==> src/rtl/riscv_loader_pkg.sv <==
// Shared types and defaults for the instruction-memory loader.
package riscv_loader_pkg;

   localparam int unsigned IMEM_DEPTH_DEFAULT = 64;

   typedef enum logic [2:0] {
      StIdle,
      StRecv,
      StWrite,
      StDone,
      StErr
   } loader_state_t;

endpackage

==> src/rtl/word_packer.sv <==
// Assembles little-endian bytes into a 32-bit word and flags the fourth byte.
module word_packer (
   input  logic        clk_i,
   input  logic        reset_i,
   input  logic        clear_i,
   input  logic        accept_i,
   input  logic [7:0]  byte_i,
   output logic [31:0] word_o,
   output logic        full_o
);

   logic [31:0] buf_q, buf_d;
   logic [1:0]  idx_q, idx_d;

   always_comb begin
      buf_d = buf_q;
      idx_d = idx_q;
      if (clear_i) begin
         buf_d = '0;
         idx_d = '0;
      end else if (accept_i) begin
         buf_d[{idx_q, 3'b000} +: 8] = byte_i;
         idx_d = idx_q + 2'd1;
      end
   end

   always_ff @(posedge clk_i) begin
      if (reset_i) begin
         buf_q <= '0;
         idx_q <= '0;
      end else begin
         buf_q <= buf_d;
         idx_q <= idx_d;
      end
   end

   assign word_o = buf_q;
   assign full_o = accept_i & (idx_q == 2'd3);

endmodule

==> src/rtl/imem_loader.sv <==
// Streams a byte-wide program into instruction memory, holding the core in reset
// until the requested number of words has been written.
module imem_loader
   import riscv_loader_pkg::*;
#(
   parameter int unsigned IMEM_DEPTH = IMEM_DEPTH_DEFAULT,
   parameter int unsigned ADDR_W     = $clog2(IMEM_DEPTH)
) (
   input  logic              clk,
   input  logic              reset,
   input  logic              start,
   input  logic [ADDR_W:0]   word_count,
   input  logic              byte_valid,
   input  logic [7:0]        byte_data,
   output logic              byte_ready,
   output logic              imem_we,
   output logic [ADDR_W-1:0] imem_addr,
   output logic [31:0]       imem_wdata,
   output logic              core_reset,
   output logic              done,
   output logic              error
);

   localparam logic [ADDR_W:0] MAX_COUNT = (ADDR_W+1)'(IMEM_DEPTH);

   loader_state_t     state_q, state_d;
   logic [ADDR_W-1:0] word_idx_q, word_idx_d;
   logic [ADDR_W:0]   count_q, count_d;

   logic        pack_clear;
   logic        word_full;
   logic [31:0] word;
   logic        count_ok;
   logic        last_word;

   assign count_ok  = (word_count != '0) && (word_count <= MAX_COUNT);
   assign last_word = ({1'b0, word_idx_q} == (count_q - (ADDR_W+1)'(1)));

   word_packer u_packer (
      .clk_i    (clk),
      .reset_i  (reset),
      .clear_i  (pack_clear),
      .accept_i (byte_valid & byte_ready),
      .byte_i   (byte_data),
      .word_o   (word),
      .full_o   (word_full)
   );

   always_comb begin
      state_d    = state_q;
      word_idx_d = word_idx_q;
      count_d    = count_q;
      pack_clear = 1'b0;
      byte_ready = 1'b0;
      imem_we    = 1'b0;
      imem_addr  = '0;
      imem_wdata = '0;
      core_reset = 1'b1;
      done       = 1'b0;
      error      = 1'b0;

      case (state_q)
         StIdle, StDone: begin
            if (state_q == StDone) begin
               done       = 1'b1;
               core_reset = 1'b0;
            end
            // A restart from DONE behaves exactly like a fresh request from IDLE.
            if (start) begin
               if (count_ok) begin
                  count_d    = word_count;
                  word_idx_d = '0;
                  pack_clear = 1'b1;
                  state_d    = StRecv;
               end else begin
                  state_d = StErr;
               end
            end
         end
         StRecv: begin
            byte_ready = 1'b1;
            if (word_full) state_d = StWrite;
         end
         StWrite: begin
            imem_we    = 1'b1;
            imem_addr  = word_idx_q;
            imem_wdata = word;
            if (last_word) begin
               state_d = StDone;
            end else begin
               word_idx_d = word_idx_q + ADDR_W'(1);
               state_d    = StRecv;
            end
         end
         StErr: begin
            error = 1'b1;
         end
         default: state_d = StIdle;
      endcase
   end

   always_ff @(posedge clk) begin
      if (reset) begin
         state_q    <= StIdle;
         word_idx_q <= '0;
         count_q    <= '0;
      end else begin
         state_q    <= state_d;
         word_idx_q <= word_idx_d;
         count_q    <= count_d;
      end
   end

endmodule

==> config.mk <==
export PLATFORM = sky130hd
export DESIGN_NAME = imem_loader
export DESIGN_NICKNAME = d
export VERILOG_FILES = /design/src/rtl/riscv_loader_pkg.sv /design/src/rtl/word_packer.sv /design/src/rtl/imem_loader.sv
export SDC_FILE = /design/constraint.sdc
export NUM_CORES = 1
export LEC_CHECK = 0
export CORE_MARGIN = 2
export CORE_UTILIZATION = 50
export CTS_CLUSTER_SIZE = 30
export DETAILED_ROUTE_END_ITERATION = 8
export PLACE_DENSITY = 0.87
export SLEW_MARGIN = 20
export SYNTH_ARGS = -nofsm -noshare
export SYNTH_HDL_FRONTEND = slang
export SYNTH_HIERARCHICAL = 1
export SYNTH_SLANG_ARGS = --single-unit
export TNS_END_PERCENT = 20
==> constraint.sdc <==
create_clock -name clk -period 2.9 [get_ports clk]
set_input_delay 0.58 -clock clk [delete_from_list [all_inputs] [get_ports clk]]
set_output_delay 0.58 -clock clk [all_outputs]
set_load 0.005 [all_outputs]
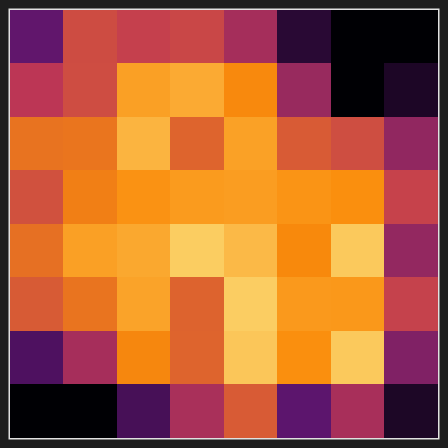
util_map.png
8 x 8 tiles, from black (low) to pale yellow (high), 0 to 100% covered.
tiles over 75% full: 33%
mean over tiles: 56%
densest ninth of the die: middle
emptiest ninth of the die: top right
Util after Layout: 66.5%
fp_density: 52.0%

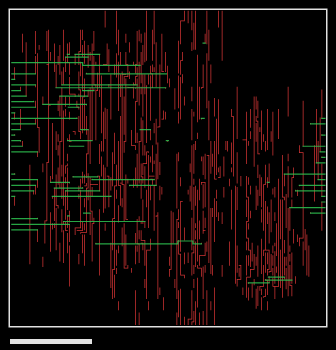
layers.png
The bar under the picture is 20 um long. Only two layers are drawn.
[M2] red | wire length: 3,040 um
[M3] green | wire length: 434 um
drt wl/cell: 15.2 um
vias: 2,436
drt total wl: 6.53 mm
gr usage total: 21.8%

==> results_slide.txt <==
Physical Implementation Snapshot

Yosys
  • Synth Seq Share: a little under two fifths
  • Yosys stat chip area: 2670 um^2
  • Most common flop cell mapped by yosys: dfxtp_1
  • Avg Cell Area, Syn: 8.73 um^2
  • Yosys aoi share: 16.3%
  • Cell type with the largest total area: dfxtp_1
  • Dominant kind of combinational cell: simple AND/OR/NAND/NOR gates
  • Yosys Instances: about 300
  • Post-Synthesis Cells: a little over 300
  • Most frequent cell after synthesis: dfxtp_1
  • Top cells by count, synth: dfxtp_1 (50), nor2_1 (43), and2_1 (40)

Finish
  • Dominant logic cell type in the layout: clkdlybuf4s50_1
  • Non-filler cells in the finished layout: 429
  • Combinational share of cell area: between 40 and 50%
  • Largest register FFs: 32
  • Top class by area: multi-input combinational cells
  • Clock-cell share of area: under 10%
  • N_diodes: 0

Place
  • Buffers on Ports: 61
  • Placer Congestion: approximately 0.85

Clocking
  • Clock sinks: approximately 50
  • H-tree Lvls: 2
  • CTS tree: built
  • Clk buf depth: 2

Worst setup path
  • Data arrival, critical path: 2050 ps
  • Crit path largest cell delay: 510 ps
  • Crit-path cells: nor3b_4 > buf_12 > and2_1 > clkdlybuf4s50_1
  • WS Path Type: reg2out
  • CP Launch Type: flop
  • CP top delay family: buffers and inverters
  • R2R Setup Slk: 580 ps

Timing
  • Post-route setup slack: 273 ps
  • Setup TNS Final: 0 ps
  • Clock Skews: 12.4 ps
  • Post-layout minimum cycle time: 2630 ps
  • Part of the cycle the worst path needs: between 90% and 100%
  • Rel. slew slack: between 60% and 70%

Floorplanning
  • N_taps: 70
  • I/O pin total: 62
  • Row cnt: 26
  • Die Wd: slightly below 80 um

Routing
  • Met2 Wirelength: 3.04 mm
  • Routed Antenna Nets: 0
  • Drt initial violations: 121
  • DR DRC count: 0

Power and ir drop
  • P per Cell Area: 392 nW/um^2
  • Flop pwr share: 53.9%
  • Clk pwr: between 0.4 and 0.5 mW
  • Static Leak: around 1.3 nW

Global route
  • Largest net degree at the start of global routing: 43
  • Gr ovfl total: 0
  • First-pass GRT wire length: 10.6 mm

Hold path
  • HP Class: reg2reg

Outcome
  • Outcome: complete, no violations
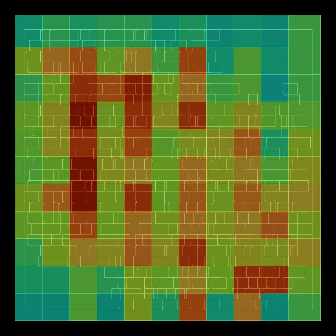
congestion_map.png
layer with the highest usage: met2
met3 track demand over resource: 4.47%
met1 usage: 28.5%
met2 global-route usage: 35.3%

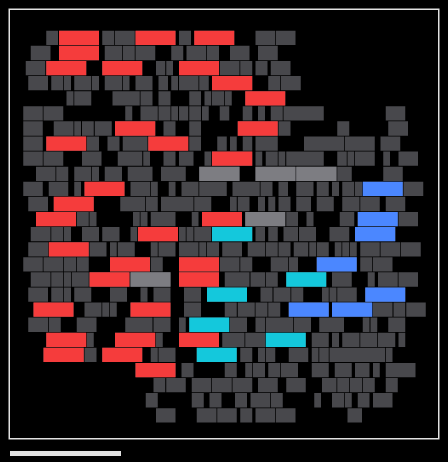
ff_map.png
The bar under the picture is 20 um long.
[`u_packer/word_o`] red | placed flops: 32
[`word_idx_q`] cyan | placed flops: 6
[`count_q`] blue | placed flops: 7 | where: right middle
not coloured: 5
Seq area share: 29.3%
total sequential power: 0.721 mW
Reg area: 1000 um^2

Power figures rest on the tool's default switching activity, not on a simulated workload.
